**config.mk**
```make
export PLATFORM = sky130hd
export DESIGN_NAME = oport_arbiter
export DESIGN_NICKNAME = d
export VERILOG_FILES = /design/src/rtl/fabric_pkg.sv /design/src/rtl/rr_arbiter.sv /design/src/rtl/oport_arbiter.sv
export SDC_FILE = /design/constraint.sdc
export NUM_CORES = 1
export LEC_CHECK = 0
export ABC_AREA = 1
export CAP_MARGIN = 10
export CELL_PAD_IN_SITES_DETAIL_PLACEMENT = 0
export CELL_PAD_IN_SITES_GLOBAL_PLACEMENT = 1
export CORE_AREA = 10 10 279 281
export CTS_BUF_LIST = sky130_fd_sc_hd__clkbuf_8
export DETAILED_ROUTE_END_ITERATION = 6
export DIE_AREA = 0 0 289 291
export GPL_TIMING_DRIVEN = 1
export PLACE_DENSITY_LB_ADDON = 0.25
export SYNTH_ARGS = -nofsm -noshare
export SYNTH_HDL_FRONTEND = slang
export SYNTH_SLANG_ARGS = --single-unit
```
**constraint.sdc**
```tcl
create_clock -name clk -period 2.6 [get_ports clk]
set_input_delay 0.52 -clock clk [delete_from_list [all_inputs] [get_ports clk]]
set_output_delay 0.52 -clock clk [all_outputs]
set_load 0.05 [all_outputs]
```
**src/rtl/fabric_pkg.sv**
```systemverilog
// Shared fabric word layout, arbiter state encoding and word-decode helpers.
// Each 142-bit word is two 71-bit halves {valid,sop,eop,empty[2:0],error,data[63:0]}.
package fabric_pkg;

  localparam int PKT_W       = 142;
  localparam int HALF_PACKET = PKT_W / 2;
  localparam int SOP_HI      = PKT_W - 2;
  localparam int EOP_HI      = PKT_W - 3;
  localparam int EOP_LO      = HALF_PACKET - 3;
  localparam int DEST_MSB    = PKT_W - 8;

  typedef enum logic {ST_IDLE, ST_LOCKED} arb_state_t;

  function automatic logic is_head(input logic [PKT_W-1:0] w);
    return w[SOP_HI];
  endfunction

  // A packet may end in either half of its last word.
  function automatic logic is_tail(input logic [PKT_W-1:0] w);
    return w[EOP_HI] | w[EOP_LO];
  endfunction

endpackage

```
**src/rtl/rr_arbiter.sv**
```systemverilog
// Combinational mask-based round-robin arbiter: lowest requester at or above ptr wins,
// otherwise wrap to the lowest requester overall. No latency, no backpressure.
module rr_arbiter #(
  parameter int N     = 4,
  parameter int PTR_W = (N > 1) ? $clog2(N) : 1
) (
  input  logic [N-1:0]     req,
  input  logic [PTR_W-1:0] ptr,
  output logic [N-1:0]     gnt
);

  logic [N-1:0] mask;
  logic [N-1:0] masked;
  logic [N-1:0] pick;

  always_comb begin
    mask = '0;
    for (int i = 0; i < N; i++) begin
      mask[i] = (i >= int'(ptr));
    end
    masked = req & mask;
    pick   = (|masked) ? masked : req;
    gnt    = pick & (~pick + N'(1));
  end

endmodule

```
**src/rtl/oport_arbiter.sv**
```systemverilog
// Per-output-port packet scheduler: round-robin grant locked for a whole packet, 1-deep output register.
// Accepted word appears one cycle later; o_ready drops for every input while the output is held.
module oport_arbiter
  import fabric_pkg::*;
#(
  parameter int NUM_IN       = 4,
  parameter int PACKET_WIDTH = 142,
  parameter int DEST_WIDTH   = 4,
  parameter int PORT_ID      = 0
) (
  input  logic                           clk,
  input  logic                           reset_n,
  input  logic [NUM_IN-1:0]              i_valid,
  input  logic [NUM_IN*PACKET_WIDTH-1:0] i_data,
  input  logic [NUM_IN*DEST_WIDTH-1:0]   i_dest,
  output logic [NUM_IN-1:0]              o_ready,
  output logic                           o_valid,
  output logic [PACKET_WIDTH-1:0]        o_data,
  output logic [DEST_WIDTH-1:0]          o_dest,
  input  logic                           i_ready,
  output logic [NUM_IN-1:0]              o_grant,
  output logic                           o_busy
);

  localparam int PTR_W = (NUM_IN > 1) ? $clog2(NUM_IN) : 1;
  localparam logic [DEST_WIDTH-1:0] MY_PORT = DEST_WIDTH'(PORT_ID);
  localparam logic [PTR_W-1:0]      LAST_IN = PTR_W'(NUM_IN - 1);

  arb_state_t              state;
  logic [PTR_W-1:0]        rr_ptr;
  logic [PTR_W-1:0]        owner;
  logic [PTR_W-1:0]        gnt_idx;
  logic [PTR_W-1:0]        next_ptr;
  logic [NUM_IN-1:0]       req;
  logic [NUM_IN-1:0]       rr_gnt;
  logic [NUM_IN-1:0]       grant;
  logic [NUM_IN-1:0]       take;
  logic                    ld;
  logic                    accept;
  logic                    acc_tail;
  logic [PACKET_WIDTH-1:0] mux_data;
  logic [DEST_WIDTH-1:0]   mux_dest;

  // Only head words addressed to this port compete, and only while no packet owns the output.
  always_comb begin
    req = '0;
    for (int k = 0; k < NUM_IN; k++) begin
      req[k] = (state == ST_IDLE) && i_valid[k]
               && is_head(i_data[k*PACKET_WIDTH +: PACKET_WIDTH])
               && (i_dest[k*DEST_WIDTH +: DEST_WIDTH] == MY_PORT);
    end
  end

  rr_arbiter #(
    .N     (NUM_IN),
    .PTR_W (PTR_W)
  ) u_rr (
    .req (req),
    .ptr (rr_ptr),
    .gnt (rr_gnt)
  );

  // Grant is forced low in reset so no input sees an accept while the output stage is cleared.
  always_comb begin
    grant = '0;
    if (reset_n) begin
      if (state == ST_LOCKED) begin
        grant[owner] = 1'b1;
      end else begin
        grant = rr_gnt;
      end
    end
  end

  assign ld      = !o_valid || i_ready;
  assign o_ready = grant & {NUM_IN{ld}};
  assign take    = o_ready & i_valid;
  assign accept  = |take;
  assign o_grant = grant;

  always_comb begin
    gnt_idx  = '0;
    mux_data = '0;
    mux_dest = '0;
    for (int k = 0; k < NUM_IN; k++) begin
      if (grant[k]) begin
        gnt_idx  = PTR_W'(k);
        mux_data = mux_data | i_data[k*PACKET_WIDTH +: PACKET_WIDTH];
        mux_dest = mux_dest | i_dest[k*DEST_WIDTH +: DEST_WIDTH];
      end
    end
  end

  assign acc_tail = is_tail(mux_data);
  assign next_ptr = (gnt_idx == LAST_IN) ? '0 : gnt_idx + PTR_W'(1);

  always_ff @(posedge clk or negedge reset_n) begin
    if (!reset_n) begin
      state   <= ST_IDLE;
      rr_ptr  <= '0;
      owner   <= '0;
      o_valid <= 1'b0;
      o_data  <= '0;
      o_dest  <= '0;
      o_busy  <= 1'b0;
    end else begin
      if (ld) begin
        o_valid <= accept;
      end
      if (accept) begin
        o_data <= mux_data;
        // Every word accepted in IDLE is a head, so dest is captured once per packet.
        if (state == ST_IDLE) begin
          o_dest <= mux_dest;
        end
        if (acc_tail) begin
          state  <= ST_IDLE;
          rr_ptr <= next_ptr;
          o_busy <= 1'b0;
        end else if (state == ST_IDLE) begin
          state  <= ST_LOCKED;
          owner  <= gnt_idx;
          o_busy <= 1'b1;
        end
      end
    end
  end

endmodule

```
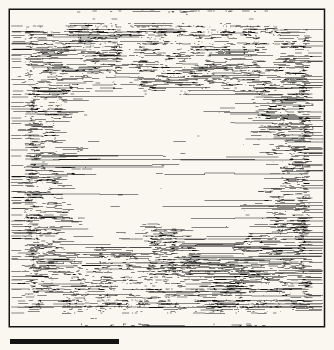
Figure 1: signal wires on met1.
The bar under the picture is 100 um long.
main direction = horizontal
nets with wire on the layer = 2523
wire length on this layer = 27.6 mm
GR Util met1: 16.1%
DRT Wirelength: 71.0 mm
Vias: 12.9k

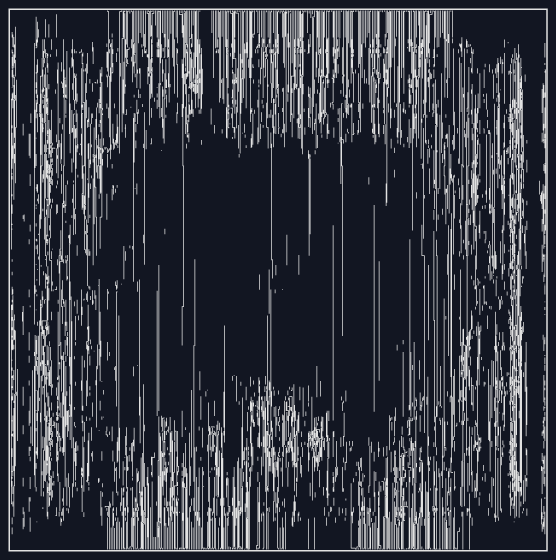
Figure 2: signal wires on met2.
longest straight run = 152 um
wire length on this layer = 36.3 mm
nets with wire on the layer = 2348
share of all routed wire = 51%
main direction = vertical
met2 usage: 26.4%

-- metal layers --
layer	GRT usage, %	vias to the layer above
met5	0	-
met3	6.19	53
met2	26.4	497
met1	16.1	6113
li1	-	6260
met4	3.08	6
-- critical path, stage by stage --
cell,delay (ns)
clkdlybuf4s50_1,0.58
nor2_1,0.08
nand2_1,0.09
nor2_2,0.06
a21oi_4,0.16
nand3_2,0.10
nand2_4,0.11
nand2_2,0.06
nand2_2,0.10
nand2_4,0.08
buf_6,0.14
nor2_4,0.09
buf_12,0.14
-- sequential cells by signal (all words and copies together) (netlist names) --
register  count
rr_ptr        2
o_dest        4
o_data      142
state         1
owner         2
o_busy        1
o_valid       1
==> impl_metrics.csv <==
group,metric,value,unit
place,place_hpwl,51.3,mm
finish,clkbuf_count,19,
clocking,htreeDepth,4,
finish,sh_comb_area,25.2,%
finish,mostFrequentLayoutCells,"clkdlybuf4s50_1 (734), nand2_1 (562), dfrtp_1 (152)",
finish,lay_top_count,"clkdlybuf4s50_1",
power,switchingPower,11.4,mW
global_routing,gr-total-overflow,0,
floorplanning,num_io_pins,747,
finish,inverters,22,
logic_synthesis,synth-async-reset-ratio,100,%
place,dp.cells,3087,
job,openroad.warnings,28,
worst_setup_path,crit_fanout,4,
power,powerSeq,4.13,mW
finish,area_growth,131,%
clocking,numClockSinks,153,
logic_synthesis,synth_cells,1369,
sta,period_minus_slack,2.85,ns
clocking,postCtsSetupRepairBufs,16,
logic_synthesis,synthFlopType,"dfrtp_1",
logic_synthesis,syn_area,9260,um^2
place,portBuffers,746,
sta,setup_ws,-0.250,ns
place,post_dp_cell_area,18600,um^2
outcome,violations,"setup timing",
sta,tightest_slew,0.867,ns
power,pwr-share-seq,18.0,%
logic_synthesis,ys_chip_area,9260,um^2
finish,fill_cells,7753,
sta,max_freq,351,MHz
worst_setup_path,reg2reg_slack,-0.20,ns
power,p_leak,8.90,nW
logic_synthesis,top_cells_by_area,"dfrtp_1 (41%), nand2_1 (25%), nand3_1 (8.4%)",
finish,finish.utilization,29.6,%
floorplanning,fp.coreArea,72300,um^2
clocking,ctsResizeCount,55,
clocking,clk_latency,0.55,ns
finish,drive_above_1_share,17.7,%
floorplanning,rows,99,
power,p_per_area,1070,nW/um^2
power,maxPowerGroup,"combinational cells",
logic_synthesis,yosys.area.top_type,"dfrtp_1",
logic_synthesis,mux_share,0,%
logic_synthesis,synth_top_area_share,41.4,%
finish,logic_gates,1101,
clocking,cts_tree,"done",
logic_synthesis,yosysWarningCount,0,
global_routing,grt_pass1_vias,13596,
logic_synthesis,ys_sh_simple,35.8,%
place,gp_congestion,0.861,
finish,finalNonFillerCells,3209,
worst_setup_path,cp-end-kind,"output port",
sta,max_slew_margin,42.2,%
power,clock_power_share,10.1,%
min_path,holdCritStartpoint,"o_data[71]$_DFFE_PN0N_",
route,wirelength_met1,27.6,mm
route,antenna_left,0,
worst_setup_path,worst_ep_arrival_time,2.33,ns
sta,fin_tns_setup,-21.50,ns
floorplanning,die-area,84100,um^2
worst_setup_path,worstSetupPathType,"input pin to output port",
global_routing,grt_max_degree,61,
logic_synthesis,ys_cells,1369,
route,post_drt_wl_per_cell,22.1,um
clocking,cts_hold_buffers,1,
power,pg_comb,16.4,mW
outcome,status,"finished with violations",
sta,setup_violations,161,
Power figures rest on the tool's default switching activity, not on a simulated workload.
